**Run 1: clock wires, drivers and flops**

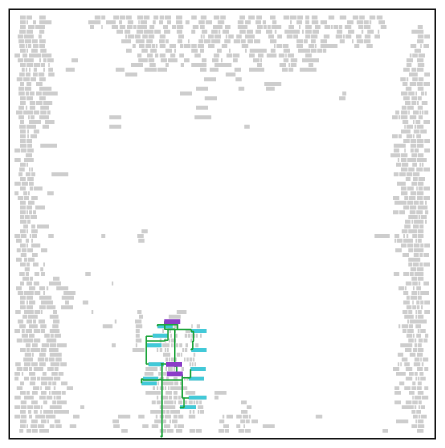
**Run 1: cell placement**

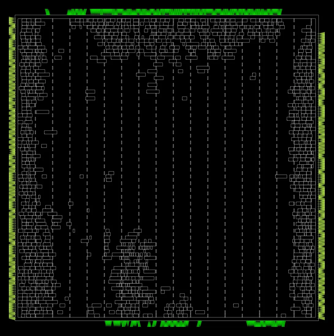
**Run 1: pin placement**

Pins as bars across the die edge, other pins in gray.
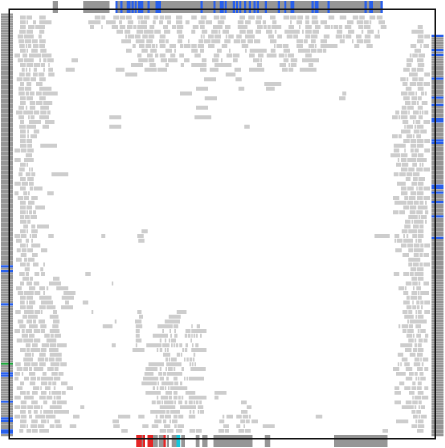
**Run 1: I/O nets highlighted**

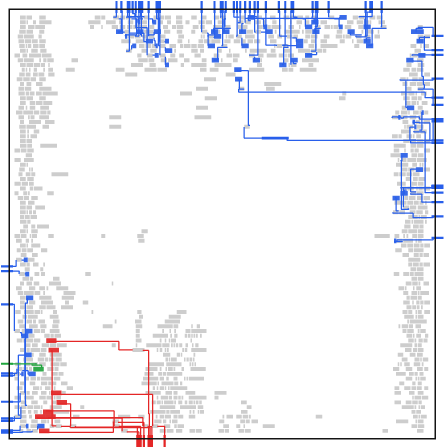
### config.mk
export PLATFORM = sky130hd
export DESIGN_NAME = wb_arbiter
export DESIGN_NICKNAME = d
export VERILOG_FILES = /design/src/rtl/wb_arbiter.sv
export SDC_FILE = /design/constraint.sdc
export NUM_CORES = 1
export LEC_CHECK = 0
export ABC_AREA = 1
export CAP_MARGIN = 40
export CORE_AREA = 2 2 241 243
export CTS_BUF_LIST = sky130_fd_sc_hd__clkbuf_16
export DETAILED_ROUTE_END_ITERATION = 7
export DIE_AREA = 0 0 243 245
export PLACE_DENSITY = 0.43
export SLEW_MARGIN = 20
export SYNTH_ARGS = -nofsm -noshare
export SYNTH_HDL_FRONTEND = slang
export SYNTH_SLANG_ARGS = --single-unit
### constraint.sdc
create_clock -name clk_i -period 2.1 [get_ports clk_i]
set_input_delay 0.63 -clock clk_i [delete_from_list [all_inputs] [get_ports clk_i]]
set_output_delay 0.63 -clock clk_i [all_outputs]
set_load 0.02 [all_outputs]
### src/rtl/wb_arbiter.sv
// Two-master, one-slave Wishbone arbiter with per-tenure round-robin grant and a
// stall watchdog that aborts a hung transfer with err to the owning master.
module wb_arbiter #(
    parameter int unsigned ADR_WIDTH = 64,
    parameter int unsigned DAT_WIDTH = 64,
    parameter int unsigned SEL_WIDTH = 8,
    parameter int unsigned TIMEOUT   = 255
) (
    input  logic                 clk_i,
    input  logic                 rst_i,

    input  logic [ADR_WIDTH-1:0] m0_adr_i,
    input  logic [DAT_WIDTH-1:0] m0_dat_i,
    input  logic                 m0_we_i,
    input  logic [SEL_WIDTH-1:0] m0_sel_i,
    input  logic                 m0_stb_i,
    input  logic                 m0_cyc_i,
    output logic [DAT_WIDTH-1:0] m0_dat_o,
    output logic                 m0_ack_o,
    output logic                 m0_err_o,

    input  logic [ADR_WIDTH-1:0] m1_adr_i,
    input  logic [DAT_WIDTH-1:0] m1_dat_i,
    input  logic                 m1_we_i,
    input  logic [SEL_WIDTH-1:0] m1_sel_i,
    input  logic                 m1_stb_i,
    input  logic                 m1_cyc_i,
    output logic [DAT_WIDTH-1:0] m1_dat_o,
    output logic                 m1_ack_o,
    output logic                 m1_err_o,

    output logic [ADR_WIDTH-1:0] s_adr_o,
    output logic [DAT_WIDTH-1:0] s_dat_o,
    output logic                 s_we_o,
    output logic [SEL_WIDTH-1:0] s_sel_o,
    output logic                 s_stb_o,
    output logic                 s_cyc_o,
    input  logic [DAT_WIDTH-1:0] s_dat_i,
    input  logic                 s_ack_i,
    input  logic                 s_err_i,

    output logic [1:0]           gnt_o,
    output logic                 timeout_o
);

    localparam int unsigned WdogW = (TIMEOUT > 0) ? $clog2(TIMEOUT + 1) : 1;
    localparam logic [WdogW-1:0] WdogMax = WdogW'(TIMEOUT - 1);

    typedef enum logic [1:0] {StIdle, StBusy, StAbort, StDrain} state_e;

    state_e           state_q, state_d;
    logic             owner_q, owner_d;
    logic             last_q, last_d;
    logic [WdogW-1:0] wdog_q, wdog_d;

    logic owner_cyc;
    logic owner_stb;
    logic stall;

    assign owner_cyc = owner_q ? m1_cyc_i : m0_cyc_i;
    assign owner_stb = owner_q ? m1_stb_i : m0_stb_i;
    // Only a live strobe without any response counts toward the watchdog.
    assign stall     = owner_stb & ~s_ack_i & ~s_err_i;

    always_ff @(posedge clk_i or negedge rst_i) begin
        if (!rst_i) begin
            state_q <= StIdle;
            owner_q <= 1'b0;
            last_q  <= 1'b1;
            wdog_q  <= '0;
        end else begin
            state_q <= state_d;
            owner_q <= owner_d;
            last_q  <= last_d;
            wdog_q  <= wdog_d;
        end
    end

    always_comb begin
        state_d = state_q;
        owner_d = owner_q;
        last_d  = last_q;
        wdog_d  = wdog_q;
        unique case (state_q)
            StIdle: begin
                wdog_d = '0;
                if (m0_cyc_i || m1_cyc_i) begin
                    state_d = StBusy;
                    owner_d = (m0_cyc_i && m1_cyc_i) ? ~last_q : m1_cyc_i;
                end
            end
            StBusy: begin
                // Release takes priority over a coincident watchdog expiry.
                if (!owner_cyc) begin
                    last_d  = owner_q;
                    state_d = StIdle;
                    wdog_d  = '0;
                end else if (stall) begin
                    if (TIMEOUT != 0 && wdog_q == WdogMax) begin
                        state_d = StAbort;
                        wdog_d  = '0;
                    end else if (TIMEOUT != 0) begin
                        wdog_d = wdog_q + 1'b1;
                    end
                end else begin
                    wdog_d = '0;
                end
            end
            StAbort: begin
                state_d = StDrain;
            end
            StDrain: begin
                if (!owner_cyc) begin
                    last_d  = owner_q;
                    state_d = StIdle;
                end
            end
            default: begin
                state_d = StIdle;
            end
        endcase
    end

    always_comb begin
        s_adr_o   = '0;
        s_dat_o   = '0;
        s_we_o    = 1'b0;
        s_sel_o   = '0;
        s_stb_o   = 1'b0;
        s_cyc_o   = 1'b0;
        m0_ack_o  = 1'b0;
        m0_err_o  = 1'b0;
        m1_ack_o  = 1'b0;
        m1_err_o  = 1'b0;
        gnt_o     = 2'b00;
        timeout_o = 1'b0;
        m0_dat_o  = s_dat_i;
        m1_dat_o  = s_dat_i;
        unique case (state_q)
            StBusy: begin
                gnt_o   = owner_q ? 2'b10 : 2'b01;
                s_adr_o = owner_q ? m1_adr_i : m0_adr_i;
                s_dat_o = owner_q ? m1_dat_i : m0_dat_i;
                s_we_o  = owner_q ? m1_we_i  : m0_we_i;
                s_sel_o = owner_q ? m1_sel_i : m0_sel_i;
                s_stb_o = owner_stb;
                s_cyc_o = owner_cyc;
                if (owner_q) begin
                    m1_ack_o = s_ack_i;
                    m1_err_o = s_err_i;
                end else begin
                    m0_ack_o = s_ack_i;
                    m0_err_o = s_err_i;
                end
            end
            StAbort: begin
                gnt_o     = owner_q ? 2'b10 : 2'b01;
                timeout_o = 1'b1;
                if (owner_q) begin
                    m1_err_o = 1'b1;
                end else begin
                    m0_err_o = 1'b1;
                end
            end
            StDrain: begin
                gnt_o = owner_q ? 2'b10 : 2'b01;
            end
            default: begin
            end
        endcase
    end

endmodule

==> run summary, run 1 <==
Outcome = complete, but fails checks
Failing checks = setup timing
Logic Gate Count = 494
Unique cell type count in the Yosys netlist = 27
Post-Layout Inst Area = 12210 sq um
Antenna cells = 0
Flop count = 12
Gpl congestion = 0.8635
Setup crit start = owner_q
Routed WL = 30.95 mm
Comb group = 0.0168 W
Post-CTS Setup Bufs = 57
Yosys cell count = 700
Sequential share of power = 2.1%
Peak supply drop = 0.7137 mV
Bufs and invs on worst path = 6
Post-synth seq share = 8.041%
Root buffer cell = clkbuf_16
Reg clk slew, reported paths = 0.04 ns
Worst r2r src = owner_q
Final worst slack = -0.2969 ns
Clock tree sinks = 12
WHS = 0.4982 ns
Drt pass-1 iters = 4
GR peak layer = met2
First-pass GRT wire length = 40.08 mm
Final nets = 1480
Setup Skew = 0.006208 ns
Largest Register = wdog_q
Largest register FFs = 8
Placed inst area = 8527 sq um
Number of remaining DRC errors = 0
Non-clk invs = 21
Number of synthesized register bits = 12
Die X = 243 um
Vias per inst = 3.331
Reg-to-reg endpoint = wdog_q[7]
Slowest stage delay, CP = 0.55 ns
Share of layout cells above drive strength 1 = 56.75%
WP data required = 1.47 ns
# resized after CTS = 1005
Cell family with most CP delay = buffers and inverters
Cell with the most instances after synthesis = nand2_1
Hold-fix buffers, CTS = 0
Top Layout Cells = 276 x clkdlybuf4s50_1, 141 x buf_6, 138 x nand2_1
Hold Fails Final Rpt = 0
Core ar. = 57030 sq um
Final Setup Violations = 142
Cells after Synth = 700
Clock-cell share of area = 0.6456%
Max H-tree Level = 1
NetSw = 0.008638 W
Antenna Nets Post-Route = 0
Non-clk bufs = 595
Seq power = 0.000360 W
Comb pwr share = 95.9%
Max Freq = 0.4172 GHz
Worst R2R Setup Slack = 0.10 ns
Cells after DPL = 1792
Vias in the first global route = 6487
Pwr top = combinational cells
Final period util = 114.1%
Worst EP arrival = 1.77 ns
Post-synth area hogs = nand2_1 30%, buf_4 27%, a21oi_1 19%
Synthesized Nets = 1053
Worst-Margin Slew = 0.4384 ns
About 'clock wires, drivers and flops':
legend:
  green:
    item: clock wires
    length: 236 um
  purple:
    item: cells driving clock nets
    count: 3
  cyan:
    item: flip-flops
    count: 12
routed clock nets: 4
flops lie: bottom middle

About 'cell placement':
Seq/total area: 2.501%
final core occ: 21.41%
well tap count: 765
Non-Filler Instances: 1891
FILL cells: 6328

About 'pin placement':
legend:
  cyan:
    port: gnt_o
    pins: 2
    direction: output
    edge: bottom
  red:
    port: s_sel_o
    pins: 8
    direction: output
    edge: bottom
  green:
    port: m0_ack_o
    pins: 1
    direction: output
    edge: left
  blue:
    port: m0_adr_i
    pins: 64
    direction: input
    edge: 38 top, 16 right, 10 left
all pins by edge: 185 top, 178 left, 169 right, 88 bottom

About 'I/O nets highlighted':
legend:
  red:
    port: s_sel_o
    bits: 8
    direction: output
    end_cells: 8
    wire: 628 um
  green:
    port: m0_ack_o
    bits: 1
    direction: output
    end_cells: 1
    wire: 21.9 um
  blue:
    port: m0_adr_i
    bits: 64
    direction: input
    end_cells: 64
    wire: 1870 um

[run 1: routing by layer]
| layer | vias up | share of wire [%] | wire [um] |
|---|---|---|---|
| met1 | 2882 | 37 | 11450 |
| met5 | - | 0.042 | 13 |
| met2 | 378 | 50 | 15440 |
| met4 | 2 | 5.4 | 1677 |
| met3 | 82 | 7.6 | 2367 |
| li1 | 2954 | - | - |
[run 1: kinds of logic after synthesis]
logic type | Yosys count | synth area share (%)
AND/OR/NAND/NOR | 335 | 34.53
XOR/XNOR | 3 | 0.7008
AND-OR/OR-AND | 149 | 20.49
buffers and inverters | 194 | 33.90
adder cells (fa/ha/maj) | 7 | 2.336
flip-flops | 12 | 8.041
**Run 1: signal wires by layer**

Bar = 50 um.
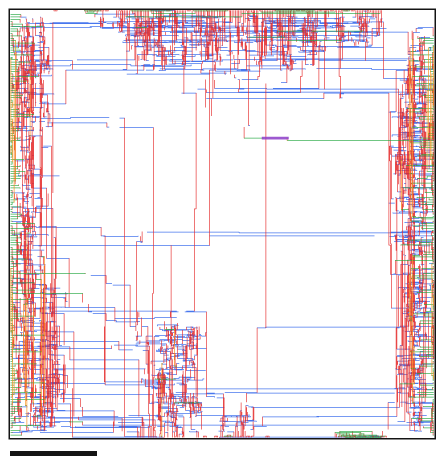

## Run 2: what changed since run 1
- ABC_CLOCK_PERIOD_IN_PS: not set -> 2300
- clock period: 2.1 -> 2.3 ns (I/O delays scaled with it)
**Run 2: signal wires by layer**

Bar = 50 um.
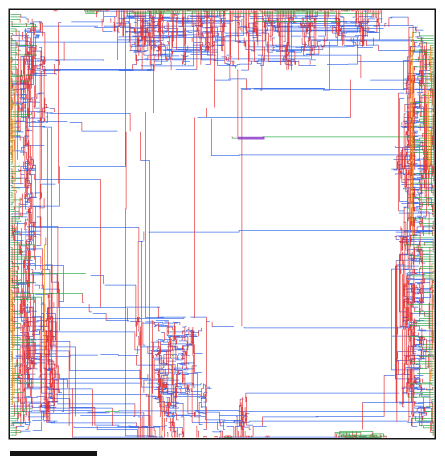
legend:
  green:
    layer: met3
    wire_length: 2290 um
  blue:
    layer: met1
    wire_length: 10400 um
  orange:
    layer: met4
    wire_length: 1310 um
  red:
    layer: met2
    wire_length: 14100 um
  purple:
    layer: met5
    wire_length: 13.8 um
WL/cell: 15.31 um
vias: 5938
Routed WL: 28.16 mm
GRT Util Overall: 8.590%

==> run 2 against run 1 <==
Clock-buffer cell count unchanged; non-clock buffer count is 52 lower; the run still ends with setup timing left; clock power down 11%; sequential power fell by 8.1%; highest routed layer unchanged; total power is 26% lower; sequential share of layout area up 0.38 points; core utilization fell by 2.8 points.
==> run summary, run 2 <==
Outcome = complete, but fails checks (unchanged)
Failing checks = setup timing (unchanged)
Flop count = 12 (unchanged)
Comb pwr share = 95.0% (was 95.9%)
Number of remaining DRC errors = 0 (unchanged)
Non-Filler Instances = 1839 (was 1891)
Met2 Use GR = 15.82% (was 16.23%)
Post-CTS Setup Bufs = 24 (was 57)
Post-synth seq share = 8.041% (unchanged)
Gpl congestion = 0.8630 (was 0.8635)
Vias per inst = 3.229 (was 3.331)
Area grow syn2layout = 183.0% (was 225.6%)
Largest Register = wdog_q (unchanged)
Slowest stage delay, CP = 0.56 ns (was 0.55 ns)
Final core occ = 18.60% (was 21.41%)
WP data required = 1.61 ns (was 1.47 ns)
Pwr top = combinational cells (unchanged)
Most frequent CP cell = buf_12 (was buf_16)
Vias in the first global route = 6219 (was 6487)
Yosys cell count = 700 (unchanged)
Final worst slack = -0.1087 ns (was -0.2969 ns)
Unique cell type count in the Yosys netlist = 27 (unchanged)
Non-clk invs = 21 (unchanged)
Sequential share of power = 2.5% (was 2.1%)
Post-synth area hogs = nand2_1 30%, buf_4 27%, a21oi_1 19% (unchanged)
Final nets = 1428 (was 1480)
Max H-tree Level = 1 (unchanged)
Top Layout Cells = 271 x clkdlybuf4s50_1, 201 x nand2_1, 110 x buf_4 (was 276 x clkdlybuf4s50_1, 141 x buf_6, 138 x nand2_1)
Share of layout cells above drive strength 1 = 46.00% (was 56.75%)
Largest register FFs = 8 (unchanged)
Clock Latency Late Sink = 0.24 ns (was 0.25 ns)
Sw Ratio = 51.13% (was 49.31%)
Critical path endpoint category = output port (unchanged)
Hold-fix buffers, CTS = 0 (unchanged)
Placed inst area = 8549 sq um (was 8527 sq um)
WHS = 0.4993 ns (was 0.4982 ns)
FILL cells = 6486 (was 6328)
Comb group = 0.0123 W (was 0.0168 W)
Mapped cell area = 3750 sq um (unchanged)
Antenna cells = 0 (unchanged)
Commonest Layout Cell = clkdlybuf4s50_1 (unchanged)
Cells after Synth = 700 (unchanged)
Seq power = 0.000331 W (was 0.000360 W)
Met1 WL = 10.43 mm (was 11.45 mm)
Worst EP arrival = 1.72 ns (was 1.77 ns)
Root buffer cell = clkbuf_16 (unchanged)
Synthesized Nets = 1053 (unchanged)
Metal3 WL = 2.288 mm (was 2.367 mm)
Worst-Margin Slew = 0.3915 ns (was 0.4384 ns)
Cells after DPL = 1795 (was 1792)
Clock-cell share of area = 0.7429% (was 0.6456%)
Core ar. = 57030 sq um (unchanged)
Cell family with most CP delay = buffers and inverters (unchanged)
First-pass GRT wire length = 38.54 mm (was 40.08 mm)
GR peak layer = met2 (unchanged)
# resized after CTS = 874 (was 1005)
Final period util = 104.7%
Well tap count = 765 (unchanged)
Peak supply drop = 0.7352 mV (was 0.7137 mV)
Bufs and invs on worst path = 5 (was 6)
Final Setup Violations = 84 (was 142)
Non-clk bufs = 543 (was 595)
Die X = 243 um (unchanged)
Setup Skew = 0.004175 ns (was 0.006208 ns)
NetSw = 0.006643 W (was 0.008638 W)
Top Layer Used = met5 (unchanged)
Logic Gate Count = 494 (unchanged)
Cell with the most instances after synthesis = nand2_1 (unchanged)
Clock tree sinks = 12 (unchanged)
Drt pass-1 iters = 4 (unchanged)
Seq/total area = 2.877% (was 2.501%)
Number of synthesized register bits = 12 (unchanged)
Antenna Nets Post-Route = 0 (unchanged)
TritonCTS Buffers = 3 (unchanged)
Reg clk slew, reported paths = 0.04 ns (about the same)
Max Freq = 0.4152 GHz
Post-Layout Inst Area = 10610 sq um (was 12210 sq um)
run 2: cell counts after synthesis:
Identical to the previous run, type by type.
run 2: cells by family (layout without fill, tap and decap cells):
logic type	Yosys count	after routing	synth area share (%)
AND/OR/NAND/NOR	335	335	34.53
buffers and inverters	194	568	33.90
AND-OR/OR-AND	149	149	20.49
flip-flops	12	12	8.041
adder cells (fa/ha/maj)	7	7	2.336
XOR/XNOR	3	3	0.7008
run 2: final timing paths:
check	endpoint	depth (start not counted)	start	slack [ns]
worst min-delay path	last_q	2	last_q	0.50
worst max-delay path	s_adr_o[44]	7	owner_q	-0.11
worst max register to register	wdog_q[7]	13	owner_q	0.31
min in group asynchronous	wdog_q[1]	1	rst_i	0.73
max in group asynchronous	last_q	2	rst_i	1.05
worst min register to register	last_q	2	last_q	0.50
Power and IR drop assume default switching activity.
